Figure 1. Wire density map.
21 x 21 tiles, from white (low) to dark blue (high), scaled to the fullest tile. Values are wire area over tile area, all layers added.
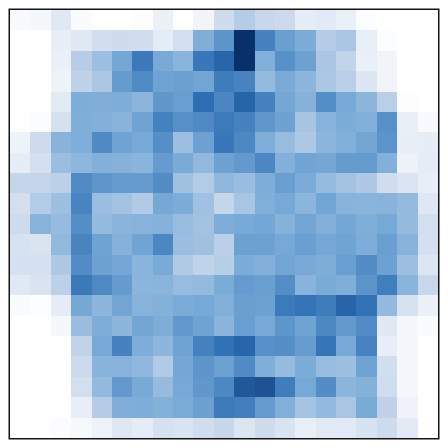
Figure 2. Clock routing.
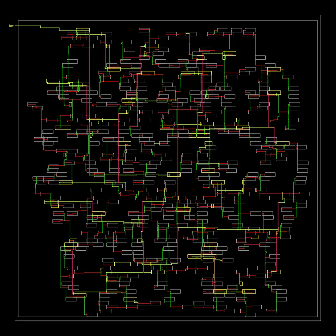
<file path="src/rtl/bullet_pool_pkg.sv">
// rtl/bullet_pool_pkg.sv - shared constants, slot state encoding and allocator helper for bullet_pool
//
// Purpose: fixed-point shift, coordinate widths, slot index width, per-slot
//   IDLE/ACTIVE encoding and the lowest-set-bit search used to pick a free slot.
// Ports: none (package).
package bullet_pool_pkg;

  localparam int FRAC   = 4;   // fractional bits of the 1/16 px fixed point
  localparam int X_W    = 10;  // pixel x width
  localparam int Y_W    = 9;   // pixel y width
  localparam int X16_W  = 14;  // x in 1/16 px
  localparam int Y16_W  = 13;  // y and vy in 1/16 px
  localparam int VX_W   = 8;   // unsigned vx in 1/16 px per tick
  localparam int SLOT_W = 4;   // slot index width (up to 16 slots)

  typedef enum logic {
    S_IDLE   = 1'b0,
    S_ACTIVE = 1'b1
  } slot_state_t;

  // Index of the lowest set bit of v; the extra MSB is set when v is all zero.
  function automatic logic [SLOT_W:0] lowest_set(input logic [15:0] v);
    lowest_set = {1'b1, {SLOT_W{1'b0}}};
    for (int i = 15; i >= 0; i--) begin
      if (v[i]) lowest_set = {1'b0, SLOT_W'(i)};
    end
  endfunction

endpackage

</file>
<file path="src/rtl/bullet_pool_if.sv">
// rtl/bullet_pool_if.sv - fire request / acknowledge bundle between game logic and bullet_pool
//
// Purpose: groups the launch request, its launch values and the pool's reply.
// Signals:
//   fire        request one bullet this tick
//   x_din       launch x, pixels
//   y_din       launch y, pixels
//   vx_din_16x  launch vx, unsigned, 1/16 px per tick
//   vy_din_16x  launch vy, signed, 1/16 px per tick
//   fire_ack    registered, 1 for one tick after an accepted fire
//   fire_slot   registered, slot claimed by the last accepted fire
//   full        combinational, every slot active (fire is dropped)
// Modports: master = requester, slave = bullet_pool.
interface bullet_pool_if;
  import bullet_pool_pkg::*;

  logic                    fire;
  logic [X_W-1:0]          x_din;
  logic [Y_W-1:0]          y_din;
  logic [VX_W-1:0]         vx_din_16x;
  logic signed [Y16_W-1:0] vy_din_16x;
  logic                    fire_ack;
  logic [SLOT_W-1:0]       fire_slot;
  logic                    full;

  modport master (
    output fire, x_din, y_din, vx_din_16x, vy_din_16x,
    input  fire_ack, fire_slot, full
  );

  modport slave (
    input  fire, x_din, y_din, vx_din_16x, vy_din_16x,
    output fire_ack, fire_slot, full
  );

endinterface

</file>
<file path="src/rtl/bullet_pool_slot.sv">
// rtl/bullet_pool_slot.sv - one bullet: IDLE/ACTIVE FSM plus fixed-point position/velocity datapath
//
// Purpose: loads launch values on i_load while idle, moves every active tick,
//   retires when its current pixel position is off the playfield.
//   Optional gravity on vy when BULLET_GRAVITY_EN is defined.
// Ports:
//   clk_100Hz, rst   game tick clock, synchronous active-high reset
//   i_load           claim this slot this tick (only honoured while idle)
//   i_x, i_y         launch position, pixels
//   i_vx, i_vy       launch velocity, 1/16 px per tick
//   o_active         current state is ACTIVE
//   o_active_nxt     state after this edge will be ACTIVE
//   o_x, o_y         current pixel position
module bullet_pool_slot
  import bullet_pool_pkg::*;
#(
  parameter int X_MAX      = 640,
  parameter int Y_MAX      = 400,
  parameter int G_16X      = 2,
  parameter int VY_MAX_16X = 1023
) (
  input  logic                    clk_100Hz,
  input  logic                    rst,
  input  logic                    i_load,
  input  logic [X_W-1:0]          i_x,
  input  logic [Y_W-1:0]          i_y,
  input  logic [VX_W-1:0]         i_vx,
  input  logic signed [Y16_W-1:0] i_vy,
  output logic                    o_active,
  output logic                    o_active_nxt,
  output logic [X_W-1:0]          o_x,
  output logic [Y_W-1:0]          o_y
);

  slot_state_t             r_state, w_state_nxt;
  logic [X16_W-1:0]        r_x_16x;
  logic [Y16_W-1:0]        r_y_16x;
  logic [VX_W-1:0]         r_vx;
  logic signed [Y16_W-1:0] r_vy, w_vy_nxt;
  logic                    w_off_field;
  logic                    w_move;

  assign o_x = r_x_16x[X16_W-1:FRAC];
  assign o_y = r_y_16x[Y16_W-1:FRAC];

  // An upward bullet that wraps below y=0 lands at a large y and retires here too.
  assign w_off_field = (int'(o_x) >= X_MAX) || (int'(o_y) >= Y_MAX);

  always_ff @(posedge clk_100Hz) begin
    if (rst) r_state <= S_IDLE;
    else     r_state <= w_state_nxt;
  end

  always_comb begin
    w_state_nxt = r_state;
    case (r_state)
      S_IDLE:   if (i_load)      w_state_nxt = S_ACTIVE;
      S_ACTIVE: if (w_off_field) w_state_nxt = S_IDLE;
      default:                   w_state_nxt = S_IDLE;
    endcase
  end

  always_comb begin
    o_active     = (r_state == S_ACTIVE);
    o_active_nxt = (w_state_nxt == S_ACTIVE);
    w_move       = (r_state == S_ACTIVE);
  end

`ifdef BULLET_GRAVITY_EN
  // One extra bit so vy + G never overflows before the signed clamp.
  localparam logic signed [Y16_W:0] G_EXT   = G_16X[Y16_W:0];
  localparam logic signed [Y16_W:0] VY_CEIL = VY_MAX_16X[Y16_W:0];
  logic signed [Y16_W:0] w_vy_sum;

  always_comb begin
    w_vy_sum = $signed({r_vy[Y16_W-1], r_vy}) + G_EXT;
    w_vy_nxt = (w_vy_sum > VY_CEIL) ? VY_CEIL[Y16_W-1:0] : w_vy_sum[Y16_W-1:0];
  end
`else
  // Gravity constants only matter when BULLET_GRAVITY_EN is defined.
  logic [31:0] w_cfg_unused;
  assign w_cfg_unused = 32'(G_16X) ^ 32'(VY_MAX_16X);
  assign w_vy_nxt = r_vy;
`endif

  // Position uses the old vy; vy (gravity) updates in the same edge.
  always_ff @(posedge clk_100Hz) begin
    if (rst) begin
      r_x_16x <= '0;
      r_y_16x <= '0;
      r_vx    <= '0;
      r_vy    <= '0;
    end else if (i_load && (r_state == S_IDLE)) begin
      r_x_16x <= {i_x, 4'h0};
      r_y_16x <= {i_y, 4'h0};
      r_vx    <= i_vx;
      r_vy    <= i_vy;
    end else if (w_move) begin
      r_x_16x <= r_x_16x + X16_W'(r_vx);
      r_y_16x <= r_y_16x + $unsigned(r_vy);
      r_vy    <= w_vy_nxt;
    end
  end

endmodule

</file>
<file path="src/rtl/bullet_pool.sv">
// rtl/bullet_pool.sv - pool of N_SLOTS bullets with lowest-free-slot allocation
//
// Purpose: one fire per tick claims the lowest-index idle slot; slots move at
//   100 Hz in 1/16 px fixed point and retire when off the playfield.
//   Optional macro: BULLET_GRAVITY_EN (vy += G_16X per tick, clamped at VY_MAX_16X).
// Ports:
//   clk_100Hz, rst    game tick clock, synchronous active-high reset
//   bus (slave)       fire request, launch values, fire_ack/fire_slot/full
//   o_active          registered per-slot active flags
//   o_active_count    registered popcount of o_active
//   o_x_flat          pixel x of slot i at [i*10 +: 10]
//   o_y_flat          pixel y of slot i at [i*9 +: 9]
module bullet_pool
  import bullet_pool_pkg::*;
#(
  parameter int N_SLOTS    = 8,
  parameter int X_MAX      = 640,
  parameter int Y_MAX      = 400,
  parameter int G_16X      = 2,
  parameter int VY_MAX_16X = 1023
) (
  input  logic                     clk_100Hz,
  input  logic                     rst,
  bullet_pool_if.slave             bus,
  output logic [N_SLOTS-1:0]       o_active,
  output logic [4:0]               o_active_count,
  output logic [N_SLOTS*X_W-1:0]   o_x_flat,
  output logic [N_SLOTS*Y_W-1:0]   o_y_flat
);

  logic [N_SLOTS-1:0] w_active_nxt;
  logic [N_SLOTS-1:0] w_load;
  logic [SLOT_W:0]    w_pick;
  logic               w_accept;
  logic [4:0]         w_count_nxt;
  logic               r_fire_ack;
  logic [SLOT_W-1:0]  r_fire_slot;
  logic [4:0]         r_active_count;

  // Free slots are sampled before the edge, so a slot retiring this edge is not reusable yet.
  assign w_pick   = lowest_set(16'(~o_active));
  assign bus.full = &o_active;
  assign w_accept = bus.fire && !bus.full;

  always_comb begin
    w_load = '0;
    for (int i = 0; i < N_SLOTS; i++) begin
      w_load[i] = w_accept && (w_pick == (SLOT_W + 1)'(i));
    end
  end

  // Count the post-edge state so active_count moves on the same edge as active.
  always_comb begin
    w_count_nxt = '0;
    for (int i = 0; i < N_SLOTS; i++) begin
      w_count_nxt = w_count_nxt + 5'(w_active_nxt[i]);
    end
  end

  always_ff @(posedge clk_100Hz) begin
    if (rst) begin
      r_fire_ack     <= 1'b0;
      r_fire_slot    <= '0;
      r_active_count <= '0;
    end else begin
      r_fire_ack     <= w_accept;
      if (w_accept) r_fire_slot <= w_pick[SLOT_W-1:0];
      r_active_count <= w_count_nxt;
    end
  end

  assign bus.fire_ack   = r_fire_ack;
  assign bus.fire_slot  = r_fire_slot;
  assign o_active_count = r_active_count;

  for (genvar g = 0; g < N_SLOTS; g++) begin : g_slot
    bullet_pool_slot #(
      .X_MAX      (X_MAX),
      .Y_MAX      (Y_MAX),
      .G_16X      (G_16X),
      .VY_MAX_16X (VY_MAX_16X)
    ) u_slot (
      .clk_100Hz    (clk_100Hz),
      .rst          (rst),
      .i_load       (w_load[g]),
      .i_x          (bus.x_din),
      .i_y          (bus.y_din),
      .i_vx         (bus.vx_din_16x),
      .i_vy         (bus.vy_din_16x),
      .o_active     (o_active[g]),
      .o_active_nxt (w_active_nxt[g]),
      .o_x          (o_x_flat[g*X_W +: X_W]),
      .o_y          (o_y_flat[g*Y_W +: Y_W])
    );
  end

endmodule

</file>
<file path="src/flat_wrapper.sv">
// flat-port wrapper written by rule: the top's interface ports become plain ports
module bullet_pool_flat import bullet_pool_pkg::*;
#(
  parameter int N_SLOTS    = 8,
  parameter int X_MAX      = 640,
  parameter int Y_MAX      = 400,
  parameter int G_16X      = 2,
  parameter int VY_MAX_16X = 1023
)
  (clk_100Hz, rst, o_active, o_active_count, o_x_flat, o_y_flat, bus_fire, bus_x_din, bus_y_din, bus_vx_din_16x, bus_vy_din_16x, bus_fire_ack, bus_fire_slot, bus_full);
  bullet_pool_if bus_i ();
  input  logic clk_100Hz;
  input  logic rst;
  output logic [N_SLOTS-1:0] o_active;
  output logic [4:0] o_active_count;
  output logic [N_SLOTS*X_W-1:0] o_x_flat;
  output logic [N_SLOTS*Y_W-1:0] o_y_flat;
  input wire logic [$bits(bus_i.fire)-1:0] bus_fire;
  input wire logic [$bits(bus_i.x_din)-1:0] bus_x_din;
  input wire logic [$bits(bus_i.y_din)-1:0] bus_y_din;
  input wire logic [$bits(bus_i.vx_din_16x)-1:0] bus_vx_din_16x;
  input wire logic [$bits(bus_i.vy_din_16x)-1:0] bus_vy_din_16x;
  output wire logic [$bits(bus_i.fire_ack)-1:0] bus_fire_ack;
  output wire logic [$bits(bus_i.fire_slot)-1:0] bus_fire_slot;
  output wire logic [$bits(bus_i.full)-1:0] bus_full;
  assign bus_i.fire = bus_fire;
  assign bus_i.x_din = bus_x_din;
  assign bus_i.y_din = bus_y_din;
  assign bus_i.vx_din_16x = bus_vx_din_16x;
  assign bus_i.vy_din_16x = bus_vy_din_16x;
  assign bus_fire_ack = bus_i.fire_ack;
  assign bus_fire_slot = bus_i.fire_slot;
  assign bus_full = bus_i.full;
  bullet_pool #(.N_SLOTS(N_SLOTS), .X_MAX(X_MAX), .Y_MAX(Y_MAX), .G_16X(G_16X), .VY_MAX_16X(VY_MAX_16X)) u_core (.clk_100Hz(clk_100Hz), .rst(rst), .bus(bus_i), .o_active(o_active), .o_active_count(o_active_count), .o_x_flat(o_x_flat), .o_y_flat(o_y_flat));
endmodule
</file>
<file path="config.mk">
export PLATFORM = sky130hd
export DESIGN_NAME = bullet_pool_flat
export DESIGN_NICKNAME = d
export VERILOG_FILES = /design/src/rtl/bullet_pool_pkg.sv /design/src/rtl/bullet_pool_if.sv /design/src/rtl/bullet_pool_slot.sv /design/src/rtl/bullet_pool.sv /design/src/flat_wrapper.sv
export SDC_FILE = /design/constraint.sdc
export NUM_CORES = 1
export LEC_CHECK = 0
export ABC_CLOCK_PERIOD_IN_PS = 6150
export CORE_MARGIN = 2
export CORE_UTILIZATION = 55
export DETAILED_ROUTE_END_ITERATION = 10
export PLACE_DENSITY = 0.86
export SLEW_MARGIN = 25
export SYNTH_ARGS = -nofsm -noshare
export SYNTH_HDL_FRONTEND = slang
export SYNTH_SLANG_ARGS = --single-unit
</file>
<file path="constraint.sdc">
create_clock -name clk_100Hz -period 6.15 [get_ports clk_100Hz]
set_input_delay 1.5375 -clock clk_100Hz [delete_from_list [all_inputs] [get_ports clk_100Hz]]
set_output_delay 1.5375 -clock clk_100Hz [all_outputs]
set_load 0.01 [all_outputs]
</file>
==> notes.md <==
impl run done, here's what came out: metal2 WL=34270 um, Seq area share=30.12%, htree depth=2, setup repair after global routing missed its margin=no, DP Worst Slack=1.400 ns, Max Cap Viol=0, Slew headroom=20.99%, total power=5953 uW, Placed Area=0.02516 sq mm, CP peak stage delay=0.53 ns, period utilisation layout=69.37%, Power per Cell Area=223.3 mW/mm^2, first-pass GRT wire length=117300 um, met3 Use GR=8.487%, yosys stat chip area=0.02409 sq mm, Avg Inst Size Synth=8.061 sq um, Non-clk bufs=246, outcome=completed, Vias=22110, drt drc=0, DR WL met3=7774 um, Max IR drop VDD=0.0001854 V, most common cell in the netlist=nand2_1, Root Driver=clkbuf_16, top cells, area=dfxtp_1, ha_1, a21oi_1, nand2_1, buf_4, top cells by count, synth=nand2_1, dfxtp_1, a21oi_1, buf_4, nor2_1, top layer in use=met5, largest net degree at the start of global routing=138, number of global-route vias before repair=21160, commonest non-fill, non-tap cells in the layout=nand2_1, dfxtp_1, a21oi_1, CTS clk-pin slew, worst paths=0.06 ns
Back to the opening pictures, Figure 1:
- fullest tile: 0.80
- nearly empty tiles: 11%
- mean over tiles: 0.30
- tiles over half the peak: 33%

Back to the opening pictures, Figure 2:
CTS Buf Count: 45
registers: 401
clock buffers: 64
clock network power: 2760 uW
Num Clock Sinks: 401

registers in the layout, indices dropped and copies added (netlist names):
name	count
u_core.g_slot.u_slot.o_active	8
u_core.bus.fire_ack	1
u_core.bus.fire_slot	4
u_core.g_slot.u_slot.r_y_16x	104
u_core.g_slot.u_slot.r_vy	104
u_core.o_active_count	4
u_core.g_slot.u_slot.r_vx	64
u_core.g_slot.u_slot.r_x_16x	112
where the power goes:
group          internal, uW  leakage, uW  switching [uW]
clock                  1620     0.000744            1140
combinational           171      0.00602             338
sequential             2640      0.00324            41.7
total                  4430       0.0100            1520
kinds of logic after synthesis:
group | share of synthesized area [%]
muxes | 2.067
other | 0.01556
xor gates and xnor gates | 4.617
buffers and inverters | 10.06
DFF | 33.32
adders and majority gates | 10.13
AOI/OAI and AO/OA | 22.52
and+or+nand+nor | 17.27
No activity file was given, so power comes from the tool's default toggle rates.
